`src/rtl/toy_bus_arb_node_dtcm_req_rr3.sv`:
```
// rtl/toy_bus_arb_node_dtcm_req_rr3.sv - three-input round-robin arbiter with registered DTCM request stage
module toy_bus_arb_node_dtcm_req_rr3 #(
    parameter int DATA_W = 32,
    parameter int ID_W   = 4
) (
    input  logic              clk,
    input  logic              rst_n,
    input  logic              in0_vld,
    output logic              in0_rdy,
    input  logic              in0_opcode,
    input  logic [DATA_W-1:0] in0_data,
    input  logic [ID_W-1:0]   in0_src_id,
    input  logic [ID_W-1:0]   in0_tgt_id,
    input  logic              in1_vld,
    output logic              in1_rdy,
    input  logic              in1_opcode,
    input  logic [DATA_W-1:0] in1_data,
    input  logic [ID_W-1:0]   in1_src_id,
    input  logic [ID_W-1:0]   in1_tgt_id,
    input  logic              in2_vld,
    output logic              in2_rdy,
    input  logic              in2_opcode,
    input  logic [DATA_W-1:0] in2_data,
    input  logic [ID_W-1:0]   in2_src_id,
    input  logic [ID_W-1:0]   in2_tgt_id,
    output logic              out_vld,
    input  logic              out_rdy,
    output logic              out_opcode,
    output logic [DATA_W-1:0] out_data,
    output logic [ID_W-1:0]   out_src_id,
    output logic [ID_W-1:0]   out_tgt_id,
    output logic [1:0]        out_grant
);

    logic [1:0] ptr;
    logic [1:0] ptr_eff;
    logic [1:0] win;
    logic [2:0] vld_vec;
    logic [2:0] idx;
    logic       any_vld;
    logic       can_load;
    logic       load;

    assign vld_vec  = {in2_vld, in1_vld, in0_vld};
    // The unreachable pointer value 3 is folded onto 0.
    assign ptr_eff  = (ptr == 2'd3) ? 2'd0 : ptr;
    assign can_load = !out_vld || out_rdy;

    // Walk the search order backwards so the first valid input in ptr order wins.
    always_comb begin
        win     = ptr_eff;
        any_vld = 1'b0;
        idx     = 3'd0;
        for (int k = 2; k >= 0; k--) begin
            idx = {1'b0, ptr_eff} + 3'(k);
            if (idx >= 3'd3) begin
                idx = idx - 3'd3;
            end
            if (vld_vec[idx[1:0]]) begin
                win     = idx[1:0];
                any_vld = 1'b1;
            end
        end
    end

    assign load    = rst_n && can_load && any_vld;
    assign in0_rdy = load && (win == 2'd0);
    assign in1_rdy = load && (win == 2'd1);
    assign in2_rdy = load && (win == 2'd2);

    always_ff @(posedge clk or negedge rst_n) begin
        if (!rst_n) begin
            out_vld    <= 1'b0;
            out_opcode <= 1'b0;
            out_data   <= '0;
            out_src_id <= '0;
            out_tgt_id <= '0;
            out_grant  <= 2'd0;
            ptr        <= 2'd0;
        end else if (load) begin
            out_vld   <= 1'b1;
            out_grant <= win;
            ptr       <= (win == 2'd2) ? 2'd0 : win + 2'd1;
            case (win)
                2'd1: begin
                    out_opcode <= in1_opcode;
                    out_data   <= in1_data;
                    out_src_id <= in1_src_id;
                    out_tgt_id <= in1_tgt_id;
                end
                2'd2: begin
                    out_opcode <= in2_opcode;
                    out_data   <= in2_data;
                    out_src_id <= in2_src_id;
                    out_tgt_id <= in2_tgt_id;
                end
                default: begin
                    out_opcode <= in0_opcode;
                    out_data   <= in0_data;
                    out_src_id <= in0_src_id;
                    out_tgt_id <= in0_tgt_id;
                end
            endcase
        end else if (out_rdy) begin
            out_vld <= 1'b0;
        end
    end

endmodule

```
`config.mk`:
```
export PLATFORM = sky130hd
export DESIGN_NAME = toy_bus_arb_node_dtcm_req_rr3
export DESIGN_NICKNAME = d
export VERILOG_FILES = /design/src/rtl/toy_bus_arb_node_dtcm_req_rr3.sv
export SDC_FILE = /design/constraint.sdc
export NUM_CORES = 1
export LEC_CHECK = 0
export ABC_AREA = 1
export CAP_MARGIN = 20
export CORE_MARGIN = 8
export CORE_UTILIZATION = 38
export CTS_CLUSTER_SIZE = 14
export DETAILED_ROUTE_END_ITERATION = 8
export GPL_ROUTABILITY_DRIVEN = 0
export PLACE_DENSITY_LB_ADDON = 0.08
export SLEW_MARGIN = 20
export SYNTH_ARGS = -nofsm -noshare
export SYNTH_HDL_FRONTEND = slang
export SYNTH_SLANG_ARGS = --single-unit
export TNS_END_PERCENT = 30
```
`constraint.sdc`:
```
create_clock -name clk -period 2.93 [get_ports clk]
set_input_delay 0.293 -clock clk [delete_from_list [all_inputs] [get_ports clk]]
set_output_delay 0.293 -clock clk [all_outputs]
set_load 0.05 [all_outputs]
```
**Layout detail**

The bar under the picture is 20 um long. Region (26, 47) to (76, 97) um. Cells in gray, sequential cells in the stronger gray; small squares are vias.
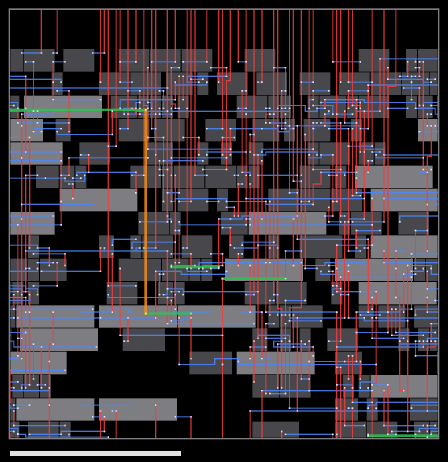
Key: met4 = orange; met1 = blue; met2 = red; met3 = green
Sequential cells in the window: 20. Netlist names of flops here include out_data (16), out_tgt_id (2). 157 logic cells have their middle in the window. Most frequent: clkdlybuf4s50_1 (47), nand2_1 (43), dfrtp_1 (20).

**The metal 1 layer**

The bar under the picture is 20 um long.
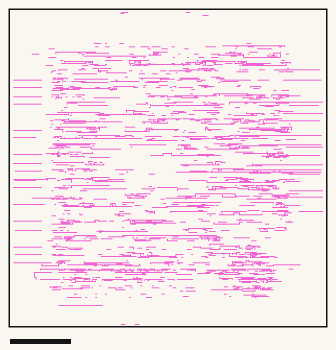
The wires run mostly horizontal. 603 nets have wire on it. The longest straight run is 30.4 um. The layer carries 3930 um of wire. The layer holds 39% of the routed length.

==> flow_summary.yaml <==
# generated from flow reports
run_status:
  status: "complete, no violations"
die:
  fp_util_pct: 39.4
  die_area_um2: 10600
  die_w_um: 103
  core_um2: 7290
clocking:
  postCtsSetupBuffers: 0
  clock_sinks: 46
  cts.repair.resized: 0
  cts.path.max_buffers: 2
  cts_inserted_buffers: 5
  root_buffer: "clkbuf_8"
  htreeDepth: 2
  cts_tree: "yes"
yosys:
  synthTopCellsByCount: "147 x nand2_1, 46 x dfrtp_1, 46 x nor2_1"
  syn_area_um2: 2870
  synth.largest_area_cell: "dfrtp_1"
  post-synth-top-count-cell: "nand2_1"
  xor_area_share_pct: 0
  fp_nets: 532
  postSynthSeqShare_pct: 40.1
  synth_warnings: 0
  synth_cell_types: 17
  edf_count: 0
  synth-main-ff-cell: "dfrtp_1"
  ys_top_cells_by_area: "dfrtp_1 40%, nand2_1 19%, a31o_2 13%, o21ai_0 7.1%, nor2_1 6.0%"
  postSynthAreaPerCell_um2: 7.29
global_routing:
  grt_use_met1_pct: 20.9
  grt_pass1_vias: 3367
  grt_start_max_net_pins: 51
  met2_usage_pct: 33.6
  use_met3_pct: 7.56
  overflow: 0
  grt_pass1_wl_um: 16200
  antenna_found_initial: 0
setup_path:
  critical_path_required_ps: 2640
  arrival_ps: 2480
  end_kind: "output port"
  worstPathMaxFanout: 4
  path_common_cell: "inv_1"
  crit_family: "simple AND/OR/NAND/NOR gates"
  cpPeakStageDelay_ps: 430
  cp_num_buf_inv: 5
routing:
  vias_per_cell: 4.87
  drt_pass1_iterations: 4
  wl_met2_um: 5020
  wl_um: 10200
  drc_errors: 0
  num_vias: 3207
  avgRoutedWirePerCell_um: 15.4
  wl_met3_um: 1110
final_layout:
  sh_seq_area_pct: 23.8
  nets: 696
  syn_to_final_growth_pct: 68.6
  regArea_um2: 1150
  fillCellCount: 643
  buffers: 185
  final_common_cell: "clkdlybuf4s50_1"
  finalInstanceArea_um2: 4840
  final-clk-cell-share_pct: 1.89
  drive_above_1_share_pct: 13.4
  logic_gates: 304
  diodes: 0
placed_design:
  pre_cts_ws_ps: 204
  port_buffers: 175
pwr:
  p_switching_w: 0.00391
  leakagePower_nw: 2.04
  p_int_w: 0.00377
  power_w: 0.00768
  comb-power_w: 0.00616
  p_clk_share_pct: 5.2
  swShare_pct: 50.9
  power.density_nw_per_um2: 1590
timing:
  hold_slack_ps: 147
  final_hold_viol_count: 0
  relSlewSlack_pct: 61.1
  worst_pin_slew_ps: 584
  fmax_ghz: 0.361
  fin_worst_skew_ps: 2.94
  post-route-period-util_pct: 94.5
  finalCriticalPeriod_ps: 2770
min_path:
  hold_path.class: "in -> async"
[worst paths after layout]
kind	cells after the start	slack, ps	to	startpoint
min in group clk	2	480	out_data[2]$_DFFE_PN0P_	out_data[2]$_DFFE_PN0P_
max in group asynchronous	2	2390	out_data[24]$_DFFE_PN0P_	rst_n
worst min-delay path	2	150	out_data[6]$_DFFE_PN0P_	rst_n
worst min register to register	2	480	out_data[2]$_DFFE_PN0P_	out_data[2]$_DFFE_PN0P_
worst max-delay path	14	160	in1_rdy	ptr[1]$_DFFE_PN0P_
worst max register to register	14	210	out_data[13]$_DFFE_PN0P_	ptr[1]$_DFFE_PN0P_
[state kept, by name (all words and copies together) (netlist names)]
signal	flops
out_grant	2
ptr	2
out_tgt_id	4
out_opcode	1
out_src_id	4
out_vld	1
out_data	32
No activity file was given, so power comes from the tool's default toggle rates.
